==> config.mk <==
export PLATFORM = sky130hd
export DESIGN_NAME = beep_scheduler
export DESIGN_NICKNAME = d
export VERILOG_FILES = /design/src/rtl/beep_scheduler.sv
export SDC_FILE = /design/constraint.sdc
export NUM_CORES = 1
export LEC_CHECK = 0
export CAP_MARGIN = 20
export CORE_ASPECT_RATIO = 1.75
export CORE_UTILIZATION = 25
export CTS_CLUSTER_SIZE = 10
export DETAILED_ROUTE_END_ITERATION = 12
export PLACE_DENSITY = 0.36
export SYNTH_ARGS = -nofsm -noshare
export SYNTH_HDL_FRONTEND = slang
export SYNTH_SLANG_ARGS = --single-unit
export TNS_END_PERCENT = 100
==> constraint.sdc <==
create_clock -name clk -period 9.2 [get_ports clk]
set_input_delay 1.38 -clock clk [delete_from_list [all_inputs] [get_ports clk]]
set_output_delay 1.38 -clock clk [all_outputs]
set_load 0.05 [all_outputs]
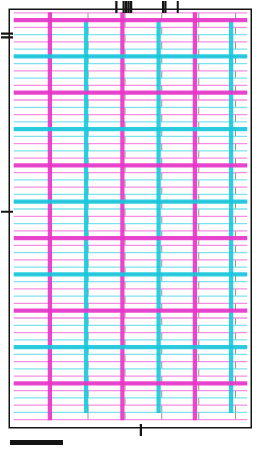
Figure 1: power grid.
Scale bar: 20 um. Pins as bars on the die edge. Tap cells in grey.
VSS -> magenta
VDD -> cyan
tap cells = 174
met1 rails = 57
signal pins = 12
met5 straps = 11
rows = 56
Core Footprint: 13310 um2
Peak VDD IR: 0.1162 mV
Die W: 90.05 um
die height: 156.1 um

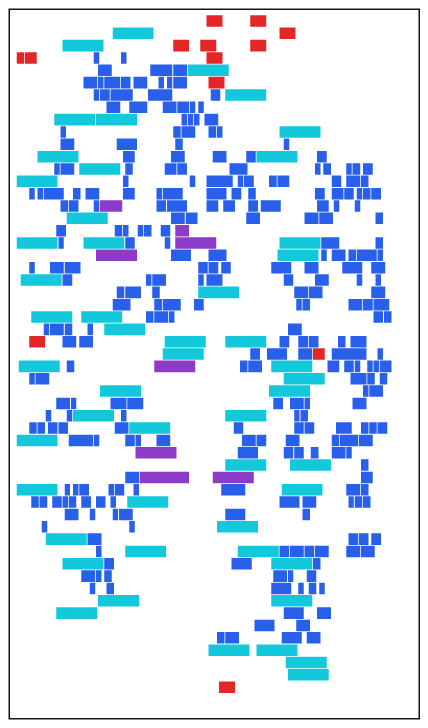
Figure 2: cell classes on the final placement.
clock drivers and dummy loads -> purple  # cells 8, share of their area 4.9%
all other logic -> blue  # cells 297, share of their area 56%
flip-flops -> cyan  # cells 51, share of their area 35%
other buffers and delay cells -> red  # cells 13, share of their area 3.3%
fin util: 0.2881
final instance area: 3835 um2
flop share of the area: 0.3328

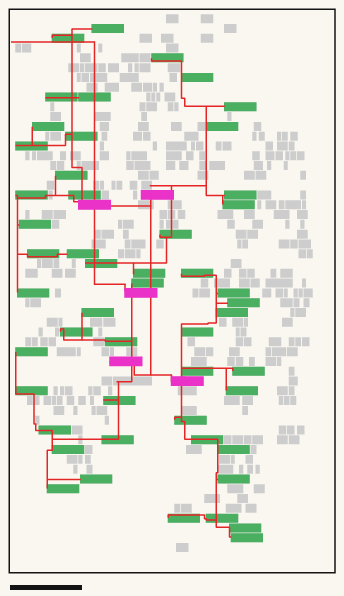
Figure 3: routed clock nets over the placement.
Scale bar: 20 um.
flip-flops -> green  # count 51
cells driving clock nets -> magenta  # count 5
clock wires -> red  # length 815 um
flops lie = widely spread
Power Clock: 223 uW
Final Skew: 0.004707 ns
Clk pwr share: 0.356
Latency at later pin: 0.29 ns

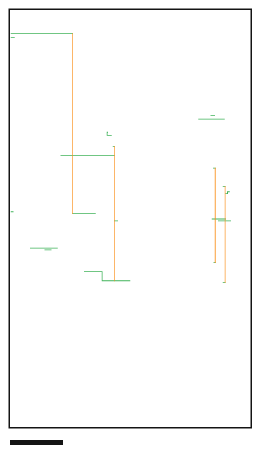
Figure 4: metal layers overlaid.
Scale bar: 20 um. Two of the layers only.
met4 -> orange  # wire length 189 um
met3 -> green  # wire length 116 um
final WL: 8.654 mm
Total GRT Usage: 0.1306

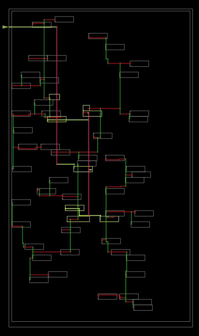
Figure 5: clock routing.
CTS Sinks: 51
CTS buffer count: 5
clock buf count: 6
FFs & Latches: 51

==> flow_metrics.tcl <==
# collected from the flow reports
set metrics [dict create \
    warnings 27 \
    slew_headroom 0.3280 \
    worstSetupEndpointType "register" \
    syn_avg_cell_area_um2 9.344 \
    fin_cells 543 \
    status "finished, final reports clean" \
    yosysWarnings 0 \
    dp_hpwl_mm 6.447 \
    htree_levels 2 \
    cts_root_buf "clkbuf_16" \
    post_drt_wl_per_cell_um 15.94 \
    cts_tree "built" \
    layout.nets 383 \
    ys_cells 363 \
    drive_gt1_frac 0.1301 \
    n_antenna_cell 0 \
    drc 0 \
    fmax_mhz 233.7 \
    synthCells 363 \
    inverters_excl_clock 12 \
    buffer_area_frac 0.03132 \
    met1_usage 0.1316 \
    drt-vias-per-instance 4.891 \
    io_buffers 11 \
    cts_resized 0 \
    critPathArrivalTime_ns 4.40 \
    grt_pass1_wl_mm 14.40 \
    syn_area_um2 3392 \
    wl_met3_um 115 \
    ys.flops 51 \
    maxCapViolCount 0 \
    hold_viol 0 \
    ys_types 67 \
    holdBufCountCts 0 \
    netlist.area_leader.share 0.3762 \
    drt_first_pass_iters 4 \
    met2_usage 0.2679 \
    setup_viol 0 \
    critical_path_required_ns 9.32 \
    area_leaders "dfrtp_1 38%, xor2_1 6.5%, xnor2_1 5.4%, nor2_1 3.7%, nor4_2 3.3%" \
    combGateArea_um2 1998 \
    worstHoldPathCells 1 \
    largest_area_cell "dfrtp_1" \
    first_iter_violations 79 \
    floorplan.nets 378 \
    critPathLaunchType "input port" \
    met1_length_mm 3.321 \
    yosys.stat.seqShare 0.3762 \
    cts_buffer_depth 2 \
    num_vias 2656 \
    yosysMostFrequentCell "dfrtp_1" \
    final_max_slew_viol_count 0 \
    dominant_cells "combinational gates" \
    wl_met2_mm 5.028 \
    flop_area_um2 1276 \
    powerDensity_nw_per_um2 163.4 \
    logic_gates 285 \
    tapCellCount 174 \
    nNonClkBuffers 13 \
    fill_cells 1465 \
    floorplanUtilization 0.2548 \
    gp_congestion 0.7836 \
    rrSetupSlack_ns 5.03 \
    grt_overflow 0 \
    clkTransAtPathRegs_ns 0.07 \
    dp_cells 535 \
    num_io_pins 12 \
    grt-busiest-layer "met2" \
    tns_ns 0 \
    min-delay-path-class "reg -> reg" \
]
==> worst max-delay path, stage by stage <==
cell             delay, ns
clkdlybuf4s50_1       0.58
nor2_1                0.10
o21ai_1               0.44
or2_2                 0.24
ha_1                  0.19
o211ai_2              0.10
a211oi_1              0.36
nor4_1                0.12
nor2_2                0.77
nor4_1                0.13
==> cells in the final DEF (no fill, tap or decap), types with 8 or more instances in the layout <==
| cell | Yosys | routed |
|---|---|---|
| a21oi_1 | 17 | 17 |
| clkdlybuf4s50_1 | 0 | 10 |
| dfrtp_1 | 51 | 51 |
| inv_1 | 11 | 11 |
| nor4_2 | 9 | 9 |
| nor3_1 | 9 | 9 |
| nor4_1 | 10 | 10 |
| xnor2_1 | 21 | 21 |
| nand3_1 | 15 | 15 |
| nand4_1 | 8 | 8 |
| xor2_1 | 25 | 25 |
| nand2_1 | 29 | 29 |
| nor2_1 | 33 | 33 |
| and3_1 | 11 | 11 |
==> metrics by stage <==
stage | setup WS, ns | utilization
global route | 4.717 | 0.2881
floorplan | 5.842 | -
detailed placement | 4.613 | 0.2747
finish | 4.921 | 0.2881
global placement | 4.752 | 0.2747
CTS | 4.909 | 0.2881
==> logic make-up after synthesis <==
kind of cell	after synthesis	share of synthesized area
buffers and inverters	27	0.03467
DFF	51	0.3762
adders and majority gates	7	0.02582
xor gates and xnor gates	46	0.1188
and+or+nand+nor	169	0.3073
AOI/OAI and AO/OA	58	0.1210
muxes	5	0.01623
==> power breakdown <==
group	internal [uW]	switching (uW)	leakage, uW	total (uW)
sequential	255	43.7	0.000663	299
clock	137	86.2	0.0000875	223
combinational	55.5	49.2	0.000789	105
total	447	179	0.00154	627
Power and IR drop assume default switching activity.
